===== config.mk =====
export PLATFORM = sky130hd
export DESIGN_NAME = mem_bank_arbiter
export DESIGN_NICKNAME = d
export VERILOG_FILES = /design/src/rtl/mem_bank_arbiter.sv
export SDC_FILE = /design/constraint.sdc
export NUM_CORES = 1
export LEC_CHECK = 0
export CAP_MARGIN = 20
export CORE_MARGIN = 2
export CORE_UTILIZATION = 34
export DETAILED_ROUTE_END_ITERATION = 10
export DONT_BUFFER_PORTS = 1
export PLACE_DENSITY_LB_ADDON = 0.1
export SYNTH_ARGS = -nofsm -noshare
export SYNTH_HDL_FRONTEND = slang
export SYNTH_SLANG_ARGS = --single-unit

===== constraint.sdc =====
create_clock -name clk -period 1.6 [get_ports clk]
set_input_delay 0.24 -clock clk [delete_from_list [all_inputs] [get_ports clk]]
set_output_delay 0.24 -clock clk [all_outputs]
set_load 0.005 [all_outputs]

===== src/rtl/mem_bank_arbiter.sv =====
// Two-requester round-robin arbiter/sequencer for the shift-register memory bank; IDLE->ACCESS->RESP, ack 2 cycles after grant.
// Optional MEM_BANK_ARB_LOCK_EN adds lock_0/lock_1 to hold exclusive priority across accesses for atomic read-modify-write.
module mem_bank_arbiter #(
    parameter int ADDR_WIDTH = 5,
    parameter int DATA_WIDTH = 8
) (
    input  logic                  clk,
    input  logic                  rst,
`ifdef MEM_BANK_ARB_LOCK_EN
    input  logic                  lock_0,
    input  logic                  lock_1,
`endif
    input  logic                  scan_enable,
    input  logic                  req_0,
    input  logic                  we_0,
    input  logic [ADDR_WIDTH-1:0] addr_0,
    input  logic [DATA_WIDTH-1:0] wdata_0,
    output logic                  ack_0,
    output logic [DATA_WIDTH-1:0] rdata_0,
    input  logic                  req_1,
    input  logic                  we_1,
    input  logic [ADDR_WIDTH-1:0] addr_1,
    input  logic [DATA_WIDTH-1:0] wdata_1,
    output logic                  ack_1,
    output logic [DATA_WIDTH-1:0] rdata_1,
    output logic [ADDR_WIDTH-1:0] mem_address,
    output logic [DATA_WIDTH-1:0] mem_data_in,
    output logic                  mem_write_enable,
    input  logic [DATA_WIDTH-1:0] mem_data_out,
    output logic                  busy
);

    typedef enum logic [1:0] {IDLE, ACCESS, RESP} state_t;

    state_t state, state_nxt;
    logic   grant_id;
    logic   last_grant;
    logic   prev_last_grant;
    logic   reg_we;
    logic   grant_vld;
    logic   grant_sel;
    logic   lock_active;
    logic   start;
    logic [DATA_WIDTH-1:0] capture;

`ifdef MEM_BANK_ARB_LOCK_EN
    logic lock_hold;
    logic lock_id;
    logic lock_owner_in;
    logic lock_grant_in;

    assign lock_owner_in = lock_id ? lock_1 : lock_0;
    assign lock_grant_in = grant_id ? lock_1 : lock_0;
    assign lock_active   = lock_hold && lock_owner_in;

    // Lock is taken during RESP of the owner's access and dropped as soon as its lock line falls.
    always_ff @(posedge clk or posedge rst) begin
        if (rst) begin
            lock_hold <= 1'b0;
            lock_id   <= 1'b0;
        end else begin
            case (state)
                RESP: begin
                    lock_hold <= lock_grant_in;
                    lock_id   <= grant_id;
                end
                IDLE: begin
                    if (lock_hold && !lock_owner_in)
                        lock_hold <= 1'b0;
                end
                default: ;
            endcase
        end
    end
`else
    logic lock_id;
    assign lock_active = 1'b0;
    assign lock_id     = 1'b0;
`endif

    always_comb begin
        grant_vld = 1'b0;
        grant_sel = 1'b0;
        if (lock_active) begin
            grant_sel = lock_id;
            grant_vld = lock_id ? req_1 : req_0;
        end else if (req_0 && req_1) begin
            grant_vld = 1'b1;
            grant_sel = ~last_grant;
        end else begin
            grant_vld = req_0 | req_1;
            grant_sel = req_1;
        end
    end

    assign start = (state == IDLE) && !scan_enable && grant_vld;

    always_comb begin
        state_nxt = state;
        case (state)
            IDLE:    if (start) state_nxt = ACCESS;
            ACCESS:  state_nxt = scan_enable ? IDLE : RESP;
            RESP:    state_nxt = IDLE;
            default: state_nxt = IDLE;
        endcase
    end

    // Writes echo their own data back as the completion value.
    assign capture          = reg_we ? mem_data_in : mem_data_out;
    assign mem_write_enable = (state == ACCESS) && reg_we && !scan_enable;
    assign busy             = (state != IDLE);

    always_ff @(posedge clk or posedge rst) begin
        if (rst) begin
            state           <= IDLE;
            last_grant      <= 1'b1;
            prev_last_grant <= 1'b1;
            grant_id        <= 1'b0;
            reg_we          <= 1'b0;
            mem_address     <= '0;
            mem_data_in     <= '0;
            ack_0           <= 1'b0;
            ack_1           <= 1'b0;
            rdata_0         <= '0;
            rdata_1         <= '0;
        end else begin
            state <= state_nxt;
            ack_0 <= 1'b0;
            ack_1 <= 1'b0;
            case (state)
                IDLE: begin
                    if (start) begin
                        grant_id        <= grant_sel;
                        prev_last_grant <= last_grant;
                        last_grant      <= grant_sel;
                        reg_we          <= grant_sel ? we_1 : we_0;
                        mem_address     <= grant_sel ? addr_1 : addr_0;
                        mem_data_in     <= grant_sel ? wdata_1 : wdata_0;
                    end
                end
                ACCESS: begin
                    if (scan_enable) begin
                        // Aborted access: the same requester keeps its turn on retry.
                        last_grant <= prev_last_grant;
                    end else if (grant_id) begin
                        ack_1   <= 1'b1;
                        rdata_1 <= capture;
                    end else begin
                        ack_0   <= 1'b1;
                        rdata_0 <= capture;
                    end
                end
                default: ;
            endcase
        end
    end

endmodule


==> results.txt <==
This memo summarizes the results of the implementation run.

Setup path
The buffer-and-inverter tally for the worst setup path is 1. The flop-to-flop setup slack is around 0.12 ns. The required time at the worst-slack endpoint is ~1.4 ns. The critical path's top delay family is simple AND/OR/NAND/NOR gates.

Per the timing report, the most critical flop-to-flop path originates at state[0]. The delay of the slowest cell on the worst path is 0.41 ns. The largest fanout of any net on the critical path is 6. Data arrives at the worst endpoint at 1.27 ns. Following the worst setup path forward leads to its endpoint at mem_write_enable. In this run the number of cells on the critical path is 3. The startpoint type of the worst setup path is a flop.

Pwr
The leakage power is between 0.7 and 0.8 nW. The clock share of power is between 20% and 30%. Of all power groups, the one with the highest power is registers. The overall power is ~3 mW.

The script computed a power per unit cell area of 1612 mW/mm^2. The peak ir drop on the vdd network is about 0.00069 V. The power share of the sequential group is roughly 53%.

Route
The highest layer used for signal routing is met4. The number of remaining DRC errors is 0. The number of routed nets with antenna violations is 0. The met1 routed wirelength after detailed routing is 1609 um. After detailed routing, the number of vias per cell comes to around 5.5.

The first-pass detailed-route iteration total is 4.

Synthesis
The instance count of the mapped netlist is 136. The chip area estimate from yosys synthesis is 0.001638 sq mm. Each instance of the synthesized netlist takes up on average between 10 and 15 sq um.

After synthesis, the share of flip-flops with an asynchronous set or reset is 100.0%. The cell-mix breakdown from Yosys lists the simple-gate area share as a little under an eighth. The compound-gate portion of the synthesized area is around 22%.

sky130_fd_sc_hd__dfrtp_1 takes more of the synthesized area than any other cell. After synthesis, the most frequently instantiated cells are sky130_fd_sc_hd__dfrtp_1 (35), sky130_fd_sc_hd__a21oi_1 (16), sky130_fd_sc_hd__nor2_1 (16), sky130_fd_sc_hd__a21o_1 (15), sky130_fd_sc_hd__o221a_1 (9). After synthesis, the netlist uses 27 different library cells. The area of the mapped netlist is 0.001638 sq mm. The post-synth register bit count is 37. Yosys reports that the leading cell type by area covers around 53% of the netlist area. The number of cells in the yosys synthesis report is between 100 and 150.

In this run, synthesis inferred 0 flip-flops with an integrated enable.

Cells and area
The top cell types in the final layout, fill and taps aside, are sky130_fd_sc_hd__dfrtp_1 (35), sky130_fd_sc_hd__nor2_1 (16), sky130_fd_sc_hd__a21oi_1 (16). The post-route standard cell area excluding fillers is about 0.0019 sq mm. The non-clock inverter instance count of the final layout is 2.

The total number of multi-input combinational cells is roughly 88. The most instantiated logic cell after routing is sky130_fd_sc_hd__dfrtp_1. The finished layout holds roughly 200 standard cells, fillers aside.

Across the whole layout, multi-input logic makes up between 30% and 40% of the cell area. The relative area change from synthesis to final layout is 13.14%. For this run, the post-layout net count is 183. The number of antenna diodes is 0.

The fraction of layout instances using a drive strength above 1 is roughly 22%. The clock buffers instantiated in the layout total 7. Non-clock buffering takes up 3.376% of total cell area after layout. The core occupancy in the finished layout is between 30% and 40%. The fraction of area in clock buffers and inverters is 6.280%.

Global routing
The pin count of the biggest net entering global routing is 23. The number of antenna violations at the first check in global routing was 0. The first global-routing pass estimated 5823 um of wire. The overflow left after global routing is 0.

Clocking
Per the CTS log, the maximum H-tree level is 2. Per the TritonCTS log, the buffer count is 5. TritonCTS built the clock tree. Clock tree synthesis found a total of 37 sinks. The clock latency on the worst-skew pair is between 0.2 and 0.3 ns.

The clock passes through at most 2 buffers. The report lists the number of cells resized after CTS as 1.

Flow run
The count of maximum capacitance violations is 0. Warnings raised by the tools during the run amount to 26.

Final timing
The ratio of final minimum period to clock period is between 90% and 100%. The final sum of negative setup slack is 0 ns. The worst setup slack after layout is ~0.086 ns.

The worst hold margin is around 0.024 ns. The total setup violations reported at the end of the flow is 0. The maximum clock rate is between 600 and 700 MHz.

Floorplanning
The die is 73.41 um tall. The area of the chip is approximately 0.0054 sq mm. The initial core utilization is between 30% and 40%. During tapcell insertion the tool placed ~54 well taps. The core region is roughly 0.0047 sq mm.

Place
The tally of buffers added on design ports is 0. According to the dpl log, the detail-placed design has an HPWL of 2889 um. Timing analysis after detailed placement gives a worst setup slack of 0.09944 ns.

Min path
The worst hold path terminates at state[1].

Outcome
The run finished with clean final reports.
Figure 1. M1 wires.
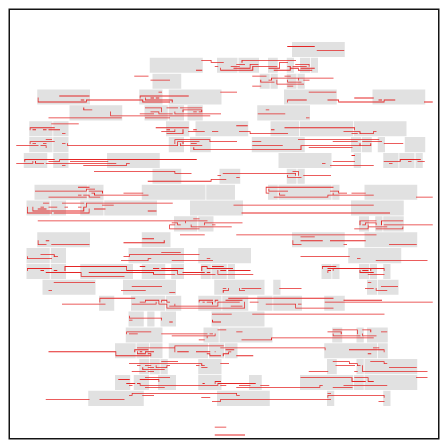
The wires run mostly horizontal. 162 nets have wire on it.
final wirelength: 3879 um
GR met1 Demand/Resource: 18.73%

Figure 2. The metal 2 layer.
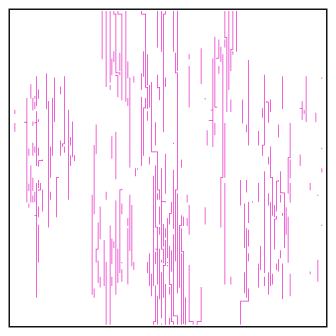
The wires run mostly vertical. The layer holds 48% of the routed length. The longest straight run is 29.2 um.
GR Layer Usage met2: 23.42%
count of vias placed by the detailed router: 1,088

Figure 3. Metal 3.
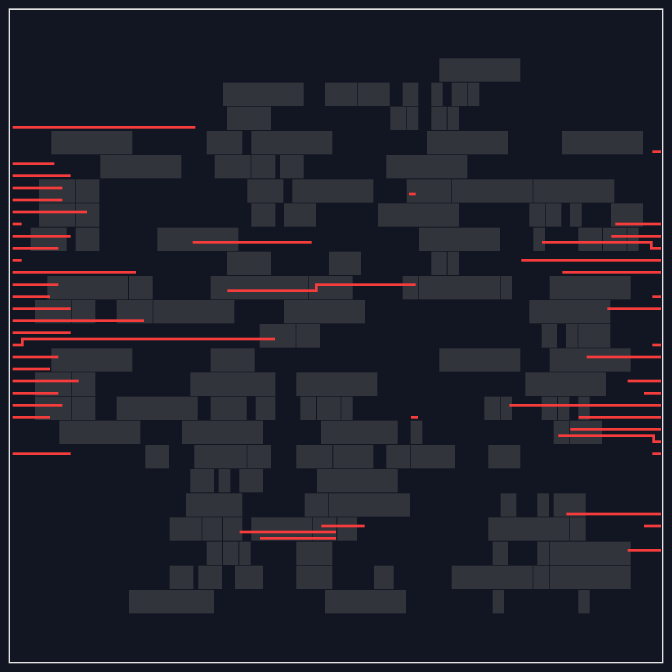
48 nets have wire on it. The layer carries 371 um of wire.
met3 Use GR: 4.938%

Figure 4. Congestion heat map.
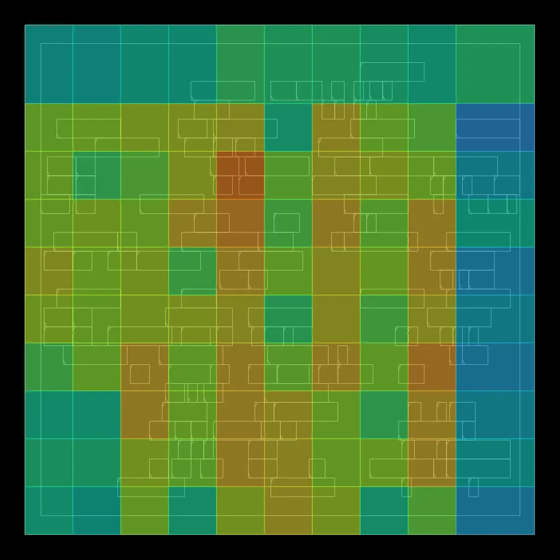
total track usage: 14.68%
routed length per placed instance: 19.69 um

No activity file was given, so power comes from the tool's default toggle rates.
